### src/rtl/beat_rate_estimator.sv
// -----------------------------------------------------------------------------
// beat_rate_estimator
//
// Turns a stream of single-cycle peak pulses into a beats-per-minute estimate.
// The time between accepted peaks (the inter-beat interval, IBI) is measured in
// valid samples. The last AVG_DEPTH intervals are kept in a ring buffer with a
// running sum. Whenever the buffer is full and a new interval lands, a 16-step
// restoring divider computes
//     bpm = (60 * SAMPLE_RATE_HZ * AVG_DEPTH) / sum_of_intervals
// and the result, clamped to 255, is published on bpm_out.
//
// Strobe semantics: valid_in and peak_in are plain qualifiers with no
// back-pressure. A sample counts on any enabled clock edge where valid_in is
// high, and a peak counts on any enabled edge where peak_in is high. Nothing
// is ever stalled, so there is no ready signal.
//
// FSM
//   IDLE   : no reference peak yet; the first peak starts the interval counter.
//   TRACK  : counting samples between peaks and capturing intervals.
//   DIVIDE : divider running; the counter keeps running, and one valid peak
//            may be parked as a pending capture.
//
// Ports
//   clk        : clock, all state on the rising edge
//   rst_n      : asynchronous active-low reset
//   en         : clock enable; when low all state holds and pulses read 0
//   valid_in   : sample strobe from the downsampler
//   peak_in    : single-cycle peak pulse from the peak detector
//   bpm_out    : latest beats-per-minute result (clamped to 255)
//   ibi_out    : latest accepted inter-beat interval, in samples
//   bpm_valid  : one-cycle pulse when bpm_out updates
//   beat_lost  : one-cycle pulse when no peak arrives for MAX_IBI samples
//   busy       : high while the divider runs
//   state_dbg  : current FSM state (0 IDLE, 1 TRACK, 2 DIVIDE)
//
// Parameters
//   SAMPLE_RATE_HZ : valid samples per second
//   CNT_WIDTH      : width of the interval counter and ibi_out
//   AVG_DEPTH      : number of intervals averaged; power of two, 2..16
//   MIN_IBI        : shortest accepted interval, in samples
//   MAX_IBI        : interval at which the beat is declared lost
//                    (must be below 2**CNT_WIDTH)
//
// The numerator 60*SAMPLE_RATE_HZ*AVG_DEPTH must fit in 16 bits.
// -----------------------------------------------------------------------------
module beat_rate_estimator #(
  parameter int SAMPLE_RATE_HZ = 25,
  parameter int CNT_WIDTH      = 12,
  parameter int AVG_DEPTH      = 4,
  parameter int MIN_IBI        = 8,
  parameter int MAX_IBI        = 100
) (
  input  logic                 clk,
  input  logic                 rst_n,
  input  logic                 en,
  input  logic                 valid_in,
  input  logic                 peak_in,
  output logic [7:0]           bpm_out,
  output logic [CNT_WIDTH-1:0] ibi_out,
  output logic                 bpm_valid,
  output logic                 beat_lost,
  output logic                 busy,
  output logic [1:0]           state_dbg
);

  // ---------------------------------------------------------------------------
  // Derived constants
  // ---------------------------------------------------------------------------
  localparam int PTR_W   = $clog2(AVG_DEPTH);
  localparam int FILL_W  = $clog2(AVG_DEPTH) + 1;
  // The sum of AVG_DEPTH intervals needs PTR_W extra bits over one interval.
  localparam int SUM_W   = CNT_WIDTH + PTR_W;
  localparam int NUM_VAL = 60 * SAMPLE_RATE_HZ * AVG_DEPTH;

  localparam logic [15:0]          NUMERATOR = 16'(NUM_VAL);
  localparam logic [CNT_WIDTH-1:0] MIN_CNT   = CNT_WIDTH'(MIN_IBI);
  localparam logic [CNT_WIDTH-1:0] MAX_CNT   = CNT_WIDTH'(MAX_IBI);
  localparam logic [FILL_W-1:0]    FULL      = FILL_W'(AVG_DEPTH);
  localparam logic [3:0]           LAST_ITER = 4'd15;

  typedef enum logic [1:0] {
    IDLE   = 2'd0,
    TRACK  = 2'd1,
    DIVIDE = 2'd2
  } state_t;

  // ---------------------------------------------------------------------------
  // State
  // ---------------------------------------------------------------------------
  state_t               state;
  logic [CNT_WIDTH-1:0] cnt;
  logic [CNT_WIDTH-1:0] ring [AVG_DEPTH];
  logic [PTR_W-1:0]     wr_ptr;
  logic [SUM_W-1:0]     sum;
  logic [FILL_W-1:0]    fill;
  logic                 pend;
  logic [CNT_WIDTH-1:0] pend_ibi;

  // Divider: quo starts as the numerator and shifts out MSB-first into rem
  // while quotient bits shift in from the bottom.
  logic [SUM_W-1:0]     rem;
  logic [15:0]          quo;
  logic [3:0]           iter;

  logic [7:0]           bpm_q;
  logic [CNT_WIDTH-1:0] ibi_q;
  logic                 valid_q;
  logic                 lost_q;
  logic                 busy_q;

  // ---------------------------------------------------------------------------
  // Next-value helpers
  // ---------------------------------------------------------------------------
  logic [CNT_WIDTH-1:0] cnt_run;      // counter after this cycle's sample
  logic [CNT_WIDTH-1:0] cnt_restart;  // counter value after a captured peak
  logic                 timeout;
  logic                 peak_ok;
  logic [CNT_WIDTH-1:0] cap_ibi;
  logic [CNT_WIDTH-1:0] old_ibi;
  logic [SUM_W-1:0]     sum_next;
  logic [FILL_W-1:0]    fill_next;
  logic [SUM_W:0]       rem_shift;
  logic [SUM_W:0]       rem_diff;
  logic                 div_ge;
  logic [SUM_W-1:0]     rem_next;
  logic [15:0]          quo_next;
  logic [7:0]           bpm_clamped;

  always_comb begin
    // Interval counter: counts valid samples, saturating at MAX_IBI.
    cnt_run = cnt;
    if (valid_in && (cnt != MAX_CNT)) begin
      cnt_run = cnt + CNT_WIDTH'(1);
    end
    // A peak that coincides with a sample already counts that sample toward
    // the next interval.
    cnt_restart = valid_in ? CNT_WIDTH'(1) : '0;

    // The counter only runs outside IDLE, so reaching MAX_IBI means the beat
    // has been lost. This is checked on the registered value so it wins over
    // a peak arriving in the same cycle.
    timeout = (state != IDLE) && (cnt == MAX_CNT);
    peak_ok = peak_in && (cnt >= MIN_CNT);

    // A parked capture from the last DIVIDE takes precedence in TRACK.
    cap_ibi = pend ? pend_ibi : cnt;
    old_ibi = ring[wr_ptr];

    // Running sum: drop the entry being overwritten, add the new one.
    sum_next = sum - {{PTR_W{1'b0}}, old_ibi} + {{PTR_W{1'b0}}, cap_ibi};
    fill_next = (fill == FULL) ? fill : fill + FILL_W'(1);

    // One restoring-division step.
    rem_shift = {rem, quo[15]};
    div_ge    = (rem_shift >= {1'b0, sum});
    rem_diff  = rem_shift - {1'b0, sum};
    // rem_shift < 2*sum, so after a conditional subtract the top bit is 0.
    rem_next  = div_ge ? rem_diff[SUM_W-1:0] : rem_shift[SUM_W-1:0];
    quo_next  = {quo[14:0], div_ge};

    bpm_clamped = (quo_next > 16'd255) ? 8'hFF : quo_next[7:0];
  end

  // ---------------------------------------------------------------------------
  // FSM and datapath
  // ---------------------------------------------------------------------------
  always_ff @(posedge clk or negedge rst_n) begin
    if (!rst_n) begin
      state    <= IDLE;
      cnt      <= '0;
      for (int i = 0; i < AVG_DEPTH; i++) begin
        ring[i] <= '0;
      end
      wr_ptr   <= '0;
      sum      <= '0;
      fill     <= '0;
      pend     <= 1'b0;
      pend_ibi <= '0;
      rem      <= '0;
      quo      <= '0;
      iter     <= '0;
      bpm_q    <= '0;
      ibi_q    <= '0;
      valid_q  <= 1'b0;
      lost_q   <= 1'b0;
      busy_q   <= 1'b0;
    end else if (en) begin
      // Pulses last exactly one enabled cycle.
      valid_q <= 1'b0;
      lost_q  <= 1'b0;

      if (timeout) begin
        // Start over from scratch but keep the last published results.
        lost_q <= 1'b1;
        cnt    <= '0;
        for (int i = 0; i < AVG_DEPTH; i++) begin
          ring[i] <= '0;
        end
        wr_ptr <= '0;
        sum    <= '0;
        fill   <= '0;
        pend   <= 1'b0;
        rem    <= '0;
        quo    <= '0;
        iter   <= '0;
        busy_q <= 1'b0;
        state  <= IDLE;
      end else begin
        case (state)
          IDLE: begin
            // The first peak is only a reference point; no interval yet.
            if (peak_in) begin
              cnt   <= '0;
              state <= TRACK;
            end
          end

          TRACK: begin
            if (pend || peak_ok) begin
              if (pend) begin
                // The counter was already restarted when this peak was
                // parked; a peak in this same cycle is not considered.
                pend <= 1'b0;
                cnt  <= cnt_run;
              end else begin
                cnt  <= cnt_restart;
              end
              ring[wr_ptr] <= cap_ibi;
              wr_ptr       <= wr_ptr + PTR_W'(1);
              sum          <= sum_next;
              fill         <= fill_next;
              ibi_q        <= cap_ibi;
              if (fill_next == FULL) begin
                rem    <= '0;
                quo    <= NUMERATOR;
                iter   <= '0;
                busy_q <= 1'b1;
                state  <= DIVIDE;
              end
            end else begin
              // Peaks below MIN_IBI fall through here and are ignored.
              cnt <= cnt_run;
            end
          end

          DIVIDE: begin
            rem  <= rem_next;
            quo  <= quo_next;
            iter <= iter + 4'd1;

            // Park the first valid peak; later ones are dropped and leave
            // the counter running.
            if (peak_ok && !pend) begin
              pend     <= 1'b1;
              pend_ibi <= cnt;
              cnt      <= cnt_restart;
            end else begin
              cnt      <= cnt_run;
            end

            if (iter == LAST_ITER) begin
              bpm_q   <= bpm_clamped;
              valid_q <= 1'b1;
              busy_q  <= 1'b0;
              state   <= TRACK;
            end
          end

          default: begin
            state <= IDLE;
          end
        endcase
      end
    end
  end

  // ---------------------------------------------------------------------------
  // Outputs
  // ---------------------------------------------------------------------------
  // Pulses are masked by en so they read 0 while disabled; the held pulse
  // then shows for the first enabled cycle.
  assign bpm_out   = bpm_q;
  assign ibi_out   = ibi_q;
  assign bpm_valid = valid_q & en;
  assign beat_lost = lost_q & en;
  assign busy      = busy_q;
  assign state_dbg = state;

endmodule

### config.mk
export PLATFORM = sky130hd
export DESIGN_NAME = beat_rate_estimator
export DESIGN_NICKNAME = d
export VERILOG_FILES = /design/src/rtl/beat_rate_estimator.sv
export SDC_FILE = /design/constraint.sdc
export NUM_CORES = 1
export LEC_CHECK = 0
export ABC_AREA = 1
export CAP_MARGIN = 20
export CORE_AREA = 2 2 196 198
export CTS_CLUSTER_DIAMETER = 120
export DETAILED_ROUTE_END_ITERATION = 12
export DIE_AREA = 0 0 198 200
export MAX_ROUTING_LAYER = met4
export SETUP_SLACK_MARGIN = 0.2
export SYNTH_ARGS = -nofsm -noshare
export SYNTH_HDL_FRONTEND = slang
export SYNTH_SLANG_ARGS = --single-unit
### constraint.sdc
create_clock -name clk -period 8.1 [get_ports clk]
set_input_delay 1.215 -clock clk [delete_from_list [all_inputs] [get_ports clk]]
set_output_delay 1.215 -clock clk [all_outputs]
set_load 0.05 [all_outputs]
Fig. 1: run 1, cells coloured by class
Scale: 2 px per um.
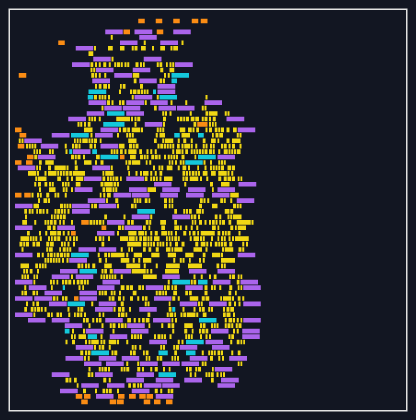
[flops] purple | cells: 151 | share of their area: 38%
[other buffers and delay cells] orange | cells: 35 | share of their area: 3.5%
[clock drivers and dummy loads] cyan | cells: 32 | share of their area: 5.8%
[combinational and other logic] yellow | cells: 1070 | share of their area: 53%
Final Cell Area: 0.0106 sq mm
Seq area share: 35.6%
# rows: 71
Core Region: 0.0374 sq mm

Fig. 2: run 1, cells by drive strength
Scale: 2 px per um.
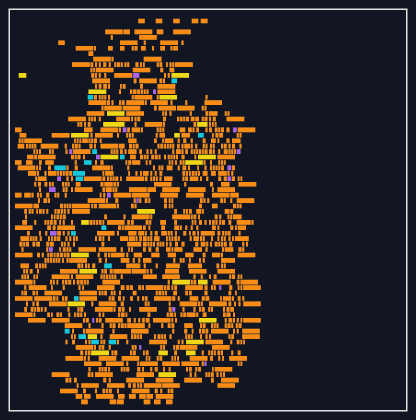
[_6 and larger] yellow | cells: 26 | share: 2.0% | most used: clkbuf_16
[_3 and _4 cells] cyan | cells: 17 | share: 1.3% | most used: nor2_4
[_2 cells] purple | cells: 20 | share: 1.6%
[_0 and _1 cells] orange | cells: 1225 | share: 95% | most used: nand2_1
worst setup margin: 4.21 ns
area grow syn2layout: 14.4%

==> impl_metrics.json, run 1 <==
{
  "grt_max_degree": 96,
  "wirelength_um": 23300,
  "worstMarginPinSlew_ns": 1.15,
  "cp_common_cell": "nand2_1",
  "synthXorXnorAreaFrac_pct": 1.61,
  "path_clk_slew_ns": 0.06,
  "synth_flops": 151,
  "syn_area_per_cell_sq_um": 7.32,
  "cts_tree": "built",
  "logic_area_sq_mm": 0.00463,
  "crit_path_max_incr_delay_ns": 0.87,
  "fp.dieW_um": 198,
  "vias_per_cell": 4.46,
  "postCtsHoldBufs": 0,
  "outcome": "finished clean",
  "gr-total-overflow": 0,
  "crit_path_cell_trace": "inv_1 > o21ai_0 > o22ai_1 > fa_1 > inv_1 > fa_1 > nand3_1 > nand2_1 > nand2_1 > nand3_1 > nand2_1 > nand2_1 > nand2_1 > nand3_1 > o21ai_0",
  "cp_top_family": "adder cells",
  "first_iter_violations": 599,
  "p_leak_uw": 0.00532,
  "hold_slack_ns": 0.480,
  "critPathMaxFanout": 29,
  "worstPathArrival_ns": 4.24,
  "drv_cap": 0,
  "hold_path_depth": 2,
  "reg2regPathDepth": 15,
  "placement.io_buffers": 29,
  "place.gp.congestion": 0.897,
  "final_layout_size_suffix_gt1_share_pct": 4.89,
  "io_pins": 30,
  "cpMaxStageDelayCell": "dfrtp_1",
  "final_common_cell": "nand2_1",
  "yosysUniqueCellTypes": 38,
  "cts_setup_buffers": 0,
  "grt_pass1_vias": 7999,
  "setup_viol_count_final": 0,
  "ys_sh_mux_pct": 0
}
Fig. 3: run 1, sequential cells coloured by netlist name
Scale: 2 px per um. Other sequential cells in the stronger grey, the rest of the logic in the fainter grey.
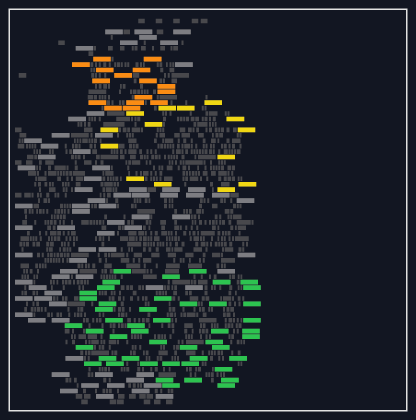
[`ring`] green | sequential cells: 48
[`quo`] orange | sequential cells: 16
[`rem`] yellow | sequential cells: 14
not coloured: 73
register area: 0.00378 sq mm
Core Util, Final: 28.3%
Seq group: 1120 uW

[run 1: state kept, by name (all words and copies together), names as in the netlist]
| name | cells |
|---|---|
| state_dbg | 2 |
| busy | 1 |
| ibi_out | 12 |
| quo | 16 |
| ring | 48 |
| lost_q | 1 |
| cnt | 12 |
| rem | 14 |
| fill | 3 |
| bpm_out | 8 |
| wr_ptr | 2 |
| pend_ibi | 12 |
| iter | 4 |
| valid_q | 1 |
| pend | 1 |
| sum | 14 |
[run 1: cell type report]
cell class / count / share of cell area [%]
Timing Repair Buffer: 35 / 3.28
Clock inverter: 10 / 0.897
Clock buffer: 22 / 4.57
Inverter: 166 / 5.88
Multi-Input combinational cell: 904 / 43.7
Tap cell: 511 / 6.03
Sequential cell: 151 / 35.6
[run 1: tightest hold or removal path, stage by stage, from the launching register on]
cell and delay (ns):
dfrtp_1 0.34, nand2_1 0.05, nand2_1 0.05
[run 1: through the flow]
stage          util [%]  power, uW  cells  worst slack [ns]  instance area, sq um
5_1_grt            28.3       4860   1799              3.75                 10600
3_5_place_dp       26.8       3610   1766              4.21                 10000
2_1_floorplan         -       3020   1266              5.23                  9270
4_1_cts            28.3       4420   1798              4.21                 10600
3_3_place_gp       26.7       3570   1765              4.22                  9990
6_report           28.3       4400   1799              4.21                 10600
[run 1: cells by family after synthesis]
| family | count (synthesis) |
|---|---|
| compound gates | 175 |
| buf+inv | 211 |
| flops | 151 |
| fa+ha+maj | 54 |
| simple gates | 658 |
| xor+xnor | 17 |
[run 1: Yosys cell counts, drive strengths merged]
| master | instances | area share [%] |
|---|---|---|
| buf | 18 | 1.4 |
| nand3 | 106 | 5.9 |
| o21ai | 114 | 6.2 |
| nand3b | 4 | 0.32 |
| nand4 | 15 | 1.0 |
| nor3b | 1 | 0.081 |
| a22oi | 7 | 0.57 |
| a21o | 1 | 0.081 |
| clkbuf | 27 | 1.1 |
| o22ai | 12 | 0.81 |
| xnor2 | 14 | 1.3 |
| a21oi | 36 | 2.1 |
| xor2 | 3 | 0.28 |
| or2 | 5 | 0.34 |
| nand2 | 365 | 15 |
| nor4 | 1 | 0.068 |
| ha | 41 | 5.5 |
| inv | 166 | 6.7 |
| dfrtp | 151 | 41 |
| o21bai | 3 | 0.24 |
| a21boi | 2 | 0.16 |
| nor2 | 147 | 6.4 |
| fa | 13 | 2.8 |
| nor3 | 13 | 0.81 |
| and2 | 1 | 0.068 |
[run 1: per-layer routing]
layer / vias to the layer above / GRT usage (%) / wire [um]
met1: 3819 / 15.8 / 10800
met2: 140 / 21.6 / 11300
li1: 4030 / - / -
met4: 0 / 5.21 / 558
met5: - / - / 0
met3: 41 / 1.90 / 662
[run 1: report_power, final]
group / internal, uW / switching (uW) / leakage (uW)
combinational: 891 / 1600 / 0.00310
clock: 456 / 330 / 0.000282
sequential: 960 / 159 / 0.00194
total: 2310 / 2090 / 0.00532
[run 1: worst paths after layout]
path	from	to	slack [ns]
max	wr_ptr[0]	sum[12]	4.21
min	ring[16]	ring[16]	0.48
max reg2reg	wr_ptr[0]	sum[12]	4.21
min reg2reg	ring[16]	ring[16]	0.48
max in group asynchronous	rst_n	ring[46]	5.89
min in group asynchronous	rst_n	lost_q	0.89
Fig. 4: run 1, metal 3
Scale: 1.5 px per um.
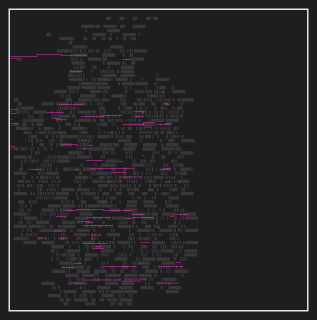

==> run 2: changes to the inputs <==
==> constraint.sdc (replaced) <==
create_clock -name clk -period 3.2 [get_ports clk]
set_input_delay 0.48 -clock clk [delete_from_list [all_inputs] [get_ports clk]]
set_output_delay 0.48 -clock clk [all_outputs]
set_load 0.05 [all_outputs]
Fig. 5: run 2, metal 3
Scale: 1.5 px per um.
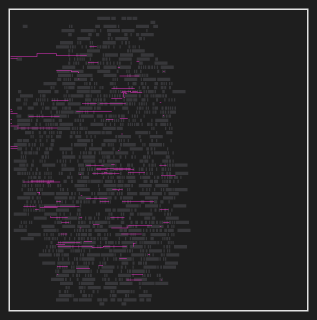
main direction: horizontal
share of all routed wire: 3.1%
nets with wire on the layer: 65
GR Util met3: 1.92%
DR vias: 8232

==> run 2 against run 1 <==
Against the previous run:
- sequential share of layout area decreased by 1.5 points
- sequential cell count unchanged
- via count is 2.5% higher
- final cell count grew 2.0%
- register-to-register slack lost 3.9 ns
- clock skew is 0.0028 ns higher
- global-route usage fell by 0.15 points
- clock power rose to 2.7 times the previous value
- non-clock buffer count is 35 higher
- critical endpoint is now sum[10]
==> impl_metrics.json, run 2 <==
{
  "fin_area_sq_mm": 0.0111,
  "placed_cell_area_sq_mm": 0.0102,
  "hold_slack_ns": 0.0432,
  "syn_area_per_cell_sq_um": 7.32,
  "p_leak_uw": 0.00552,
  "largest_register": "ring",
  "syn_to_final_growth_pct": 19.5,
  "worstPathArrival_ns": 3.27,
  "gr-total-overflow": 0,
  "outcome": "finished clean",
  "edf_count": 0,
  "final_layout_size_suffix_gt1_share_pct": 9.82,
  "yosysUniqueCellTypes": 38,
  "rows": 71,
  "area_leaders": "dfrtp_1 (41%), nand2_1 (15%), inv_1 (6.5%)",
  "wirelength_um": 23900,
  "grt_max_degree": 76,
  "place.gp.congestion": 0.924,
  "critPathMaxFanout": 6,
  "postCtsHoldBufs": 0,
  "first_iter_violations": 585,
  "synth_flops": 151,
  "ys_async_sr_fraction_pct": 100,
  "most_common_cell": "nand2_1",
  "top_regs": "ring x48, quo x16",
  "largest_reg_flops": 48,
  "pre_cts_ws_ns": 0.199,
  "core_sq_mm": 0.0374,
  "final_common_cell": "nand2_1",
  "setup_slack_ns": 0.296
}
-- run 2: metrics by stage --
stage / cells / power (uW) / util, %
3_3_place_gp: 1795 / 9250 / 27.3
5_1_grt: 1835 / 13400 / 29.6
4_1_cts: 1827 / 11500 / 29.0
3_5_place_dp: 1795 / 9320 / 27.3
2_1_floorplan: 1266 / 7640 / -
6_report: 1835 / 12400 / 29.6
-- run 2: final timing paths --
kind                       slack [ns]  cells past startpoint    endpoint
min in group clk                 0.48                      2    ring[17]
max in group asynchronous        2.28                      2  ibi_out[1]
max reg2reg                      0.30                     15     sum[10]
min reg2reg                      0.48                      2    ring[17]
max                              0.30                     15     sum[10]
min                              0.04                      1      quo[6]
-- run 2: cell families after synthesis --
logic type | Yosys count | synth area share (%)
fa+ha+maj | 54 | 8.35
simple gates | 658 | 30.0
xor+xnor | 17 | 1.61
buf+inv | 211 | 9.22
flops | 151 | 40.8
compound gates | 175 | 10.1
-- run 2: timing repair --
action	in CTS	in global routing
endpoints found under the hold margin	0	0
resized	1	45
gates cloned	0	1
buffers inserted	0	7
pin swaps	0	5
endpoints found under the setup margin	2	8
-- run 2: where the power goes --
group	switching, uW	total (uW)	internal [uW]
clock	861	2110	1250
combinational	4580	7470	2890
sequential	347	2780	2430
total	5790	12400	6570
-- run 2: final cells by class --
| cell class | instances | area (sq um) |
|---|---|---|
| inverter | 166 | 631 |
| fill | 4039 | 26300 |
| timing repair inverter | 1 | 7.51 |
| tap | 511 | 639 |
| clock buffer | 18 | 439 |
| clock inverter | 14 | 174 |
| multi-input combinational | 904 | 4790 |
| timing repair buffer | 70 | 603 |
| sequential | 151 | 3780 |
-- run 2: routing by layer --
metal,GRT usage [%],up-vias,wire [um]
met1,15.8,3944,10800
met2,21.1,150,11800
met3,1.92,33,739
met5,-,-,0
li1,-,4105,-
met4,5.29,0,499
-- run 2: worst max-delay path, cell delays in order (launching register included) --
cell and delay, ns:
dfrtp_2 0.44, clkinvlp_4 0.17, buf_4 0.17, o21ai_1 0.18
o22ai_2 0.12, fa_1 0.48, inv_1 0.04, ha_1 0.34
a21o_1 0.21, nand2_1 0.10, nand3_4 0.11, nand2_1 0.10
nand2_1 0.06, nand2_1 0.07, nand3_1 0.08, o21ai_2 0.16
Power figures rest on the tool's default switching activity, not on a simulated workload.
